## src/rtl/instr_mem_loadable.sv

```systemverilog
// Byte-addressed little-endian instruction memory with a registered fetch port
// and a byte-serial run-time loader. The RUN/LOAD controller keeps fetch and load apart.
module instr_mem_loadable #(
  parameter int          ADDR_W      = 32,
  parameter int          DEPTH_BYTES = 256,
  parameter logic [31:0] NOP_INSTR   = 32'h00000000
) (
  input  logic              clk,
  input  logic              rst_n,
  input  logic              fetch_req,
  input  logic [ADDR_W-1:0] fetch_addr,
  input  logic              stall,
  output logic [31:0]       instr_out,
  output logic              instr_valid,
  output logic              fault,
  input  logic              load_start,
  input  logic              load_we,
  input  logic [7:0]        load_data,
  input  logic              load_done,
  output logic              loading,
  output logic [ADDR_W-1:0] load_count,
  output logic              load_ovf
);
  localparam int PTR_W = $clog2(DEPTH_BYTES);
  // Full-width bound so upper address bits can never alias into the array.
  localparam logic [ADDR_W-1:0] MAX_ADDR = ADDR_W'(DEPTH_BYTES - 4);

  typedef enum logic {RUN = 1'b0, LOAD = 1'b1} state_t;

  typedef struct packed {
    logic [31:0] instr;
    logic        valid;
    logic        fault;
  } fetch_rsp_t;

  state_t           state, state_nxt;
  fetch_rsp_t       rsp, rsp_nxt;
  logic [7:0]       mem [DEPTH_BYTES];
  logic [PTR_W-1:0] ptr;
  logic [PTR_W-1:0] idx;
  logic [31:0]      word;
  logic             legal;
  logic             wr_en;

  always_ff @(posedge clk or negedge rst_n) begin
    if (!rst_n) state <= RUN;
    else        state <= state_nxt;
  end

  // load_start dominates load_done so a restart always clears the pointer.
  always_comb begin
    state_nxt = state;
    if (load_start)                      state_nxt = LOAD;
    else if (state == LOAD && load_done) state_nxt = RUN;
  end

  always_comb begin
    loading = (state == LOAD);
    wr_en   = (state == LOAD) && load_we && !load_start;
  end

  always_comb begin
    idx   = fetch_addr[PTR_W-1:0];
    legal = (fetch_addr[1:0] == 2'b00) && (fetch_addr <= MAX_ADDR);
    word  = {mem[idx + PTR_W'(3)], mem[idx + PTR_W'(2)], mem[idx + PTR_W'(1)], mem[idx]};
  end

  always_comb begin
    rsp_nxt = rsp;
    if (load_start || state == LOAD) begin
      rsp_nxt = '{instr: NOP_INSTR, valid: 1'b0, fault: 1'b0};
    end else if (!stall) begin
      if (!fetch_req)  rsp_nxt = '{instr: rsp.instr, valid: 1'b0, fault: 1'b0};
      else if (legal)  rsp_nxt = '{instr: word,      valid: 1'b1, fault: 1'b0};
      else             rsp_nxt = '{instr: NOP_INSTR, valid: 1'b0, fault: 1'b1};
    end
  end

  always_ff @(posedge clk or negedge rst_n) begin
    if (!rst_n) rsp <= '{instr: NOP_INSTR, valid: 1'b0, fault: 1'b0};
    else        rsp <= rsp_nxt;
  end

  always_ff @(posedge clk or negedge rst_n) begin
    if (!rst_n) begin
      ptr        <= '0;
      load_count <= '0;
      load_ovf   <= 1'b0;
    end else if (load_start) begin
      ptr        <= '0;
      load_count <= '0;
      load_ovf   <= 1'b0;
    end else if (wr_en) begin
      ptr        <= ptr + PTR_W'(1);
      load_count <= load_count + ADDR_W'(1);
      if (ptr == PTR_W'(DEPTH_BYTES - 1)) load_ovf <= 1'b1;
    end
  end

  // Array is deliberately not reset so a reset mid-load keeps what was written.
  always_ff @(posedge clk) begin
    if (wr_en) mem[ptr] <= load_data;
  end

  assign instr_out   = rsp.instr;
  assign instr_valid = rsp.valid;
  assign fault       = rsp.fault;
endmodule

```

## config.mk

```make
export PLATFORM = sky130hd
export DESIGN_NAME = instr_mem_loadable
export DESIGN_NICKNAME = d
export VERILOG_FILES = /design/src/rtl/instr_mem_loadable.sv
export SDC_FILE = /design/constraint.sdc
export NUM_CORES = 2
export LEC_CHECK = 0
export CAP_MARGIN = 20
export CORE_AREA = 2 2 521 523
export CTS_BUF_LIST = sky130_fd_sc_hd__clkbuf_2
export DETAILED_ROUTE_END_ITERATION = 16
export DIE_AREA = 0 0 523 525
export HOLD_SLACK_MARGIN = 0.08
export PLACE_DENSITY = 0.75
export SLEW_MARGIN = 20
export SYNTH_ARGS = -nofsm -noshare
export SYNTH_HDL_FRONTEND = slang
export SYNTH_SLANG_ARGS = --single-unit
```

## constraint.sdc

```tcl
create_clock -name clk -period 4.3 [get_ports clk]
set_clock_uncertainty 0.2 [all_clocks]
set_input_delay 0.86 -clock clk [delete_from_list [all_inputs] [get_ports clk]]
set_output_delay 0.86 -clock clk [all_outputs]
set_load 0.005 [all_outputs]
```

**Clock distribution**

Scale bar: 200 um.
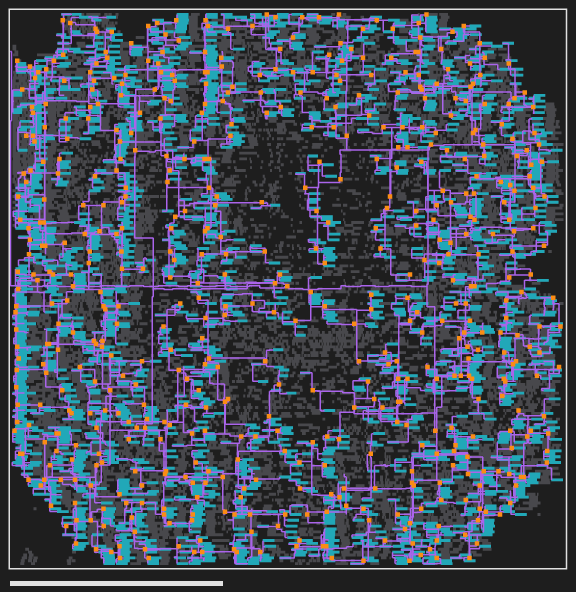
- clock-net drivers: orange (count 568)
- flip-flops: cyan (count 2124)
- clock wires: purple (length 31.8 mm)
- routed clock nets: 569
- flops lie: spread over the die
clk pwr: 15.2 mW
Insertion Delay late pin: 2330 ps
clock network power share: 30.4%

**The metal 4 layer**

Supply wires on this layer in gray.
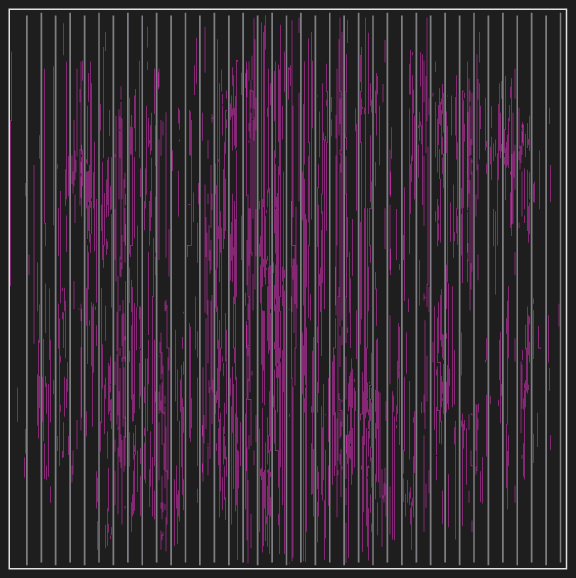
- main direction: vertical
- wire length on this layer: 48.1 mm
- nets with wire on the layer: 699
- share of all routed wire: 7.6%
- longest straight run: 377 um
Vias: 108k
drt total wl: 630 mm

**Where the registers sit**

Other sequential cells in the stronger gray, the rest of the logic in the fainter gray.
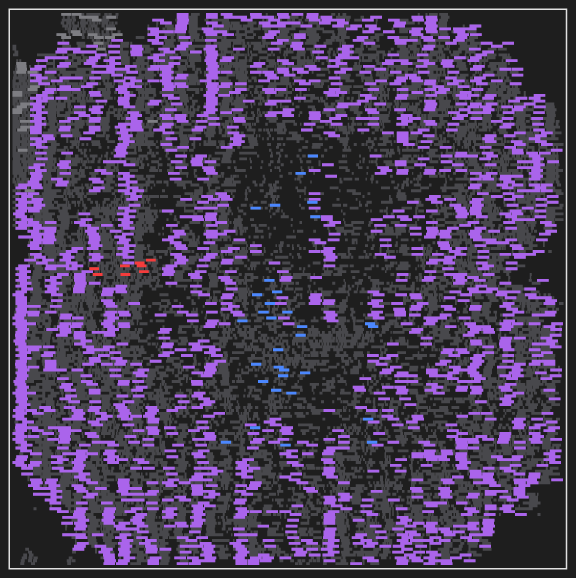
- mem: purple (sequential cells 2048; where spread over the die)
- ptr: red (sequential cells 8; where left middle)
- instr_out: blue (sequential cells 32)
- not colored: 36
Reg area: 63400 um^2
fraction of area in registers: 40.3%

**Clock routing**

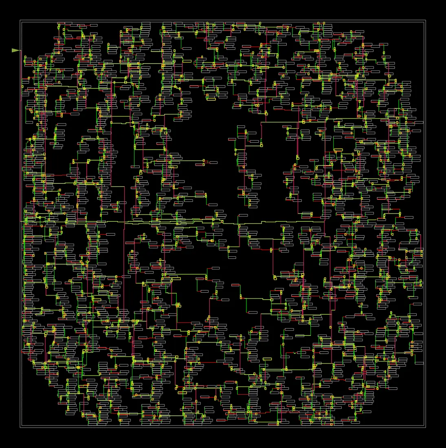
flip-flops: 2124
CTS buffer count: 568
clock buffers: 765
CTS Sinks: 2124

==> metrics.csv <==
stage,metric,value,unit
detailed_routing,Initial DRT Pass Iterations,9,
final_layout,largest class,combinational gates,
worst_setup_path,CP endpoint,instr_out[13],
synthesis,"AND/OR/NAND/NOR Cells, Area Fraction",6.40,%
clock_network,post-CTS resize count,105,
synthesis,Synth Seq Share,47.3,%
worst_setup_path,Critical Path Start,fetch_addr[4],
flow_run,max cap viols,0,
floorplanning,Die Y,525,um
pwr,Flop pwr share,45.4,%
synthesis,Post-synth EDFFs,2048,
outcome,status,completed,
clock_network,clock buffer depth,4,
sta,Least-Margin Pin Slew,1330,ps
sta,minimum clock period,4260,ps
placed_design,gpl congestion,1.09,
placed_design,port bufs,114,
worst_setup_path,crit path DRT,6260,ps
synthesis,gate count after technology mapping,8278,
sta,final hold vios,0,
final_layout,MI comb area,65900,um^2
pwr,maximum VDD drop,0.264,mV
pwr,sequential logic power,22.7,mW
clock_network,clock-pin slew on the worst setup and hold paths,120,ps
clock_network,Hold Buf Count CTS,109,
synthesis,syn_area_per_cell,16.2,um^2
detailed_routing,vias per cell,7.65,
sta,fin. max-slew vios,0,
floorplanning,Rows,191,
sta,RSZ-0062 raised after global routing,no,
sta,max_slew headroom,11.3,%
global_routing,initial antenna violation count,68,
worst_setup_path,Buf/Inv on CP,10,
clock_network,CTS H-tree lvls,6,
sta,crit share post-route,99.1,%
worst_setup_path,reg-to-reg startpoint,mem[82][7],
final_layout,Logic Gate Count,5344,
final_layout,bufs w/o clock,1948,
synthesis,"Primary FF master, synth",edfxtp_1,
worst_setup_path,CP Max Fanout,5,
final_layout,Data buffer area share,11.6,%
global_routing,grt ovf,0,
pwr,overall power,49.9,mW
worst_setup_path,crit path launch type,input port,
worst_setup_path,R2R setup slack,110,ps
synthesis,# Cells Yosys,8278,
pwr,PD cells,317,nW/um^2
min_path,Worst Hold Launch,fetch_addr[5],
pwr,Leakage,54.7,nW
placed_design,post-DP HPWL,460,mm
global_routing,largest net degree at the start of global routing,121,
synthesis,"top cells by count, synth","edfxtp_1 (2048), mux4_2 (2048), nand2_1 (984)",
pwr,Power Internal,33.3,mW
floorplanning,core box area,269000,um^2
sta,Final setup viols,0,
global_routing,first-pass GRT wire length,851,mm
worst_setup_path,worst path cell trace,dlygate4sd3_1 > buf_4 > dlymetal6s4s_1 > nand4_1 > xnor2_2 > dlygate4sd3_1 > buf_4 > nor2_1 > buf_12 > buf_4 > nand3_1 > a31oi_1 > buf_4 > nor3_1 > nand3_1 > dlygate4sd3_1 > o21ai_0 > dlygate4sd3_1,
global_routing,Total GRT Usage,45.5,%
synthesis,Synth Warn #,0,
min_path,Hold Path Sink,instr_out[2],
worst_setup_path,crit end category,register,
final_layout,most numerous logic cells after layout,"mux4_2 (2048), edfxtp_1 (2048), buf_4 (1488), nand2_1 (968), clkbuf_2 (765)",
global_routing,vias in the first global route,102000,
pwr,top power group,registers,
final_layout,Biggest register,mem,
worst_setup_path,CP Class,input port to register,
worst_setup_path,crit path DAT,6230,ps
==> metrics by stage <==
stage	hold WS [ps]	setup WS [ps]	util, %	instance area [um^2]
floorplan	273	2.92	-	134000
global placement	334	-1140	55.9	151000
detailed placement	330	-585	55.9	151000
CTS	87.0	1.88	58.4	157000
global route	144	1.35	58.5	157000
finish	2.49	36.7	58.5	158000
==> layer usage <==
layer	global-route usage, %	part of all wire [%]	vias up
li1	-	-	39200
met1	57.9	33	54900
met2	63.9	42	11200
met3	20.4	17	2173
met4	27.7	7.6	50
met5	0	0.052	-
No activity file was given, so power comes from the tool's default toggle rates.
